### Met1 routing

Scale bar: 20 um.
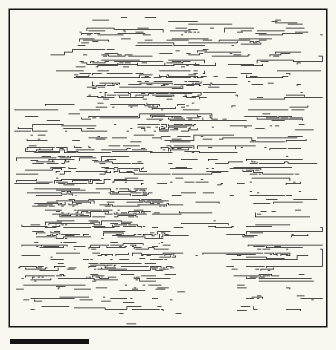
### Met2 routing

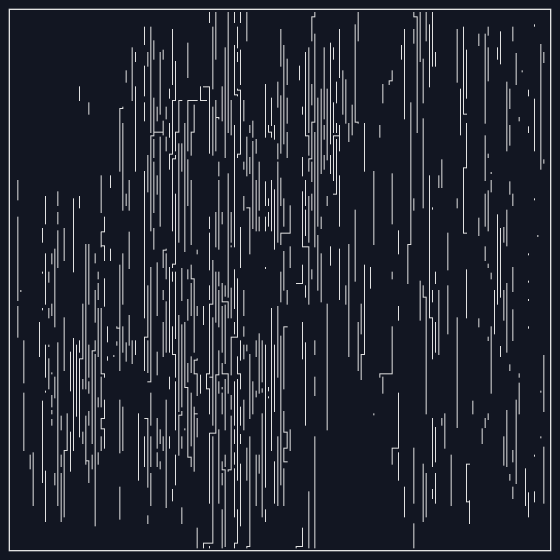
### The metal 3 layer

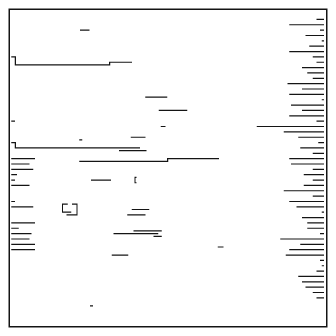
### Nets reached from selected ports

Scale bar: 20 um.
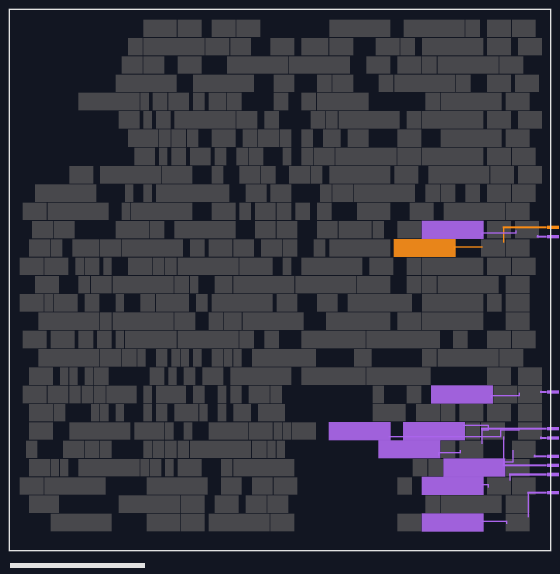
### Congestion heat map

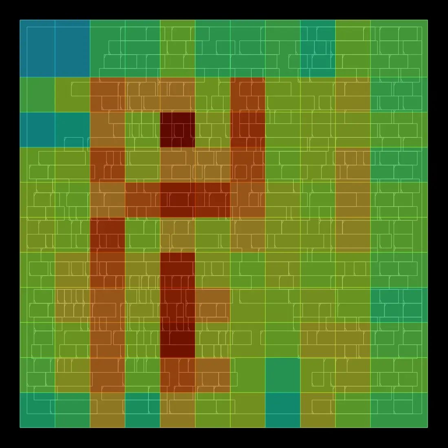
$ cat src/rtl/mtl_pkg.sv
// Shared timing defaults and controller state encoding for the MTL panel controller.
// Combinational definitions only; no latency or backpressure.
package mtl_pkg;

  localparam int H_VISIBLE_DEF = 800;
  localparam int H_FRONT_DEF   = 210;
  localparam int H_SYNC_DEF    = 30;
  localparam int H_BACK_DEF    = 16;

  localparam int V_VISIBLE_DEF = 480;
  localparam int V_FRONT_DEF   = 22;
  localparam int V_SYNC_DEF    = 13;
  localparam int V_BACK_DEF    = 10;

  localparam int PIPE_DLY_DEF     = 2;
  localparam int START_FRAMES_DEF = 4;

  function automatic int span_total(input int vis, input int front, input int sync, input int back);
    return vis + front + sync + back;
  endfunction

  localparam int H_TOTAL_DEF = span_total(H_VISIBLE_DEF, H_FRONT_DEF, H_SYNC_DEF, H_BACK_DEF);
  localparam int V_TOTAL_DEF = span_total(V_VISIBLE_DEF, V_FRONT_DEF, V_SYNC_DEF, V_BACK_DEF);

  typedef enum logic {BLANK, RUN} state_t;

endpackage

$ cat src/rtl/sync_delay_line.sv
// Reset-initialised shift register; latency DEPTH clocks (DEPTH=0 is a plain wire).
// No backpressure: shifts every clock.
module sync_delay_line #(
  parameter int               WIDTH   = 1,
  parameter int               DEPTH   = 1,
  parameter logic [WIDTH-1:0] RST_VAL = '0
) (
  input  logic             CLK_33,
  input  logic             reset,
  input  logic [WIDTH-1:0] din,
  output logic [WIDTH-1:0] dout
);

  generate
    if (DEPTH == 0) begin : g_wire
      assign dout = din;
    end else begin : g_pipe
      logic [WIDTH-1:0] stage [DEPTH];

      always_ff @(posedge CLK_33 or posedge reset) begin
        if (reset) begin
          for (int i = 0; i < DEPTH; i++) stage[i] <= RST_VAL;
        end else begin
          stage[0] <= din;
          for (int i = 1; i < DEPTH; i++) stage[i] <= stage[i-1];
        end
      end

      assign dout = stage[DEPTH-1];
    end
  endgenerate

endmodule

$ cat src/rtl/mtl_display_controller.sv
// MTL panel timing generator with start-up blanking; pins lag x_cnt/y_cnt by PIPE_DLY+1 clocks.
// No backpressure: free-running pixel clock, renderer must track the coordinates.
module mtl_display_controller
  import mtl_pkg::*;
#(
  parameter int H_VISIBLE    = H_VISIBLE_DEF,
  parameter int H_FRONT      = H_FRONT_DEF,
  parameter int H_SYNC       = H_SYNC_DEF,
  parameter int H_BACK       = H_BACK_DEF,
  parameter int V_VISIBLE    = V_VISIBLE_DEF,
  parameter int V_FRONT      = V_FRONT_DEF,
  parameter int V_SYNC       = V_SYNC_DEF,
  parameter int V_BACK       = V_BACK_DEF,
  parameter int PIPE_DLY     = PIPE_DLY_DEF,
  parameter int START_FRAMES = START_FRAMES_DEF
) (
  input  logic        CLK_33,
  input  logic        reset,
  input  logic [23:0] Qbert_RGB,
  output logic [10:0] x_cnt,
  output logic [9:0]  y_cnt,
  output logic        MTL_HSD,
  output logic        MTL_VSD,
  output logic [7:0]  MTL_R,
  output logic [7:0]  MTL_G,
  output logic [7:0]  MTL_B,
  output logic        MTL_DE,
  output logic        new_frame,
  output logic [15:0] frame_cnt,
  output logic        running
);

  localparam int H_TOTAL = span_total(H_VISIBLE, H_FRONT, H_SYNC, H_BACK);
  localparam int V_TOTAL = span_total(V_VISIBLE, V_FRONT, V_SYNC, V_BACK);

  localparam logic [10:0] X_LAST = 11'(H_TOTAL - 1);
  localparam logic [9:0]  Y_LAST = 10'(V_TOTAL - 1);
  localparam logic [10:0] X_VIS  = 11'(H_VISIBLE);
  localparam logic [9:0]  Y_VIS  = 10'(V_VISIBLE);
  localparam logic [10:0] HS_BEG = 11'(H_VISIBLE + H_FRONT);
  localparam logic [10:0] HS_END = 11'(H_VISIBLE + H_FRONT + H_SYNC);
  localparam logic [9:0]  VS_BEG = 10'(V_VISIBLE + V_FRONT);
  localparam logic [9:0]  VS_END = 10'(V_VISIBLE + V_FRONT + V_SYNC);

  state_t state, state_nxt;
  logic   x_wrap, frame_end;
  logic   raw_de, raw_hs, raw_vs;
  logic   de_d, hs_d, vs_d;

  assign x_wrap    = (x_cnt == X_LAST);
  assign frame_end = x_wrap && (y_cnt == Y_LAST);

  always_ff @(posedge CLK_33 or posedge reset) begin
    if (reset) begin
      x_cnt     <= '0;
      y_cnt     <= '0;
      frame_cnt <= '0;
      state     <= BLANK;
    end else begin
      if (x_wrap) begin
        x_cnt <= '0;
        y_cnt <= (y_cnt == Y_LAST) ? '0 : y_cnt + 10'd1;
      end else begin
        x_cnt <= x_cnt + 11'd1;
      end
      if (frame_end) frame_cnt <= frame_cnt + 16'd1;
      state <= state_nxt;
    end
  end

  // frame_cnt still equals the number of completed frames while in BLANK
  always_comb begin
    state_nxt = state;
    case (state)
      BLANK: if (START_FRAMES == 0 || (frame_end && (int'(frame_cnt) + 1 == START_FRAMES)))
               state_nxt = RUN;
      RUN:   state_nxt = RUN;
      default: state_nxt = BLANK;
    endcase
  end

  assign running   = (state == RUN);
  assign new_frame = (x_cnt == '0) && (y_cnt == '0) && !reset;

  assign raw_de = (x_cnt < X_VIS) && (y_cnt < Y_VIS) && (state == RUN);
  assign raw_hs = !((x_cnt >= HS_BEG) && (x_cnt < HS_END));
  assign raw_vs = !((y_cnt >= VS_BEG) && (y_cnt < VS_END));

  sync_delay_line #(
    .WIDTH   (3),
    .DEPTH   (PIPE_DLY),
    .RST_VAL (3'b011)
  ) u_sync_dly (
    .CLK_33 (CLK_33),
    .reset  (reset),
    .din    ({raw_de, raw_hs, raw_vs}),
    .dout   ({de_d, hs_d, vs_d})
  );

  always_ff @(posedge CLK_33 or posedge reset) begin
    if (reset) begin
      MTL_DE  <= 1'b0;
      MTL_HSD <= 1'b1;
      MTL_VSD <= 1'b1;
      {MTL_R, MTL_G, MTL_B} <= '0;
    end else begin
      MTL_DE  <= de_d;
      MTL_HSD <= hs_d;
      MTL_VSD <= vs_d;
      {MTL_R, MTL_G, MTL_B} <= de_d ? Qbert_RGB : 24'h0;
    end
  end

endmodule

$ cat config.mk
export PLATFORM = sky130hd
export DESIGN_NAME = mtl_display_controller
export DESIGN_NICKNAME = d
export VERILOG_FILES = /design/src/rtl/mtl_pkg.sv /design/src/rtl/sync_delay_line.sv /design/src/rtl/mtl_display_controller.sv
export SDC_FILE = /design/constraint.sdc
export NUM_CORES = 1
export LEC_CHECK = 0
export CAP_MARGIN = 5
export CORE_MARGIN = 1
export CORE_UTILIZATION = 51
export CTS_CLUSTER_SIZE = 28
export DETAILED_ROUTE_END_ITERATION = 8
export HOLD_SLACK_MARGIN = 0.02
export MAX_ROUTING_LAYER = met4
export PLACE_DENSITY = 0.87
export SKIP_CTS_REPAIR_TIMING = 1
export SLEW_MARGIN = 20
export SYNTH_ARGS = -nofsm -noshare
export SYNTH_HDL_FRONTEND = slang
export SYNTH_SLANG_ARGS = --single-unit
$ cat constraint.sdc
create_clock -name CLK_33 -period 4.2 [get_ports CLK_33]
set_input_delay 0.84 -clock CLK_33 [delete_from_list [all_inputs] [get_ports CLK_33]]
set_output_delay 0.84 -clock CLK_33 [all_outputs]
set_load 0.01 [all_outputs]
==> metrics.yaml <==
cts_tree: "built"
finalNonFillerCells: 450
required_ns: 3.36
comb_share_pct: 29.2
power-top-group: "sequential cells"
num-clock-buffers: 9
largest_class: "flip-flops and latches"
p_leak_nw: 1.91
largest_register_ffs: 16
overflow: 0
route.detailed.drc: 0
crit_end: "new_frame"
hold_ws_ns: 0.356
critPathTopFamily: "simple AND/OR/NAND/NOR gates"
yosysMostFrequentCell: "dfrtp_1"
max_freq_ghz: 0.290
max_cap_viol_count: 0
grt_pass1_wl_um: 10700
synthDistinctLibCells: 45
share_comb_of_total_power_pct: 2.8
clkLatencyLatePin_ns: 0.34
fin_worst_skew_ns: 0.00734
mi_logic_area_um2: 1250
status: "finished, final reports clean"
fin_setup_tns_ns: 0
drive_gt1_share_pct: 8.80
hold-path-endpoint: "u_sync_dly.dout[1]"
layout.nonclk_buf_share_pct: 21.4
Notes on 'Met1 routing' above:
- wire length on this layer: 3010 um
- main direction: horizontal

Notes on 'Met2 routing' above:
- share of all routed wire: 46%
- longest straight run: 25.5 um
- wire length on this layer: 3120 um
- nets with wire on the layer: 339
- main direction: vertical

Notes on 'The metal 3 layer' above:
- wire length on this layer: 499 um
- longest straight run: 31.5 um
- nets with wire on the layer: 82

Notes on 'Nets reached from selected ports' above:
- purple: `MTL_R` (bits 8; direction output; edge east; end cells 8; buffers 8; wire 87.6 um)
- orange: `MTL_DE` (bits 1; direction output; edge east; end cells 1; buffers 1; wire 12.9 um)

Notes on 'Congestion heat map' above:
GRT met2 Usage: 35.6%
met3 Usage GRT: 4.32%
busiest layer in global routing: met2

Power figures rest on the tool's default switching activity, not on a simulated workload.
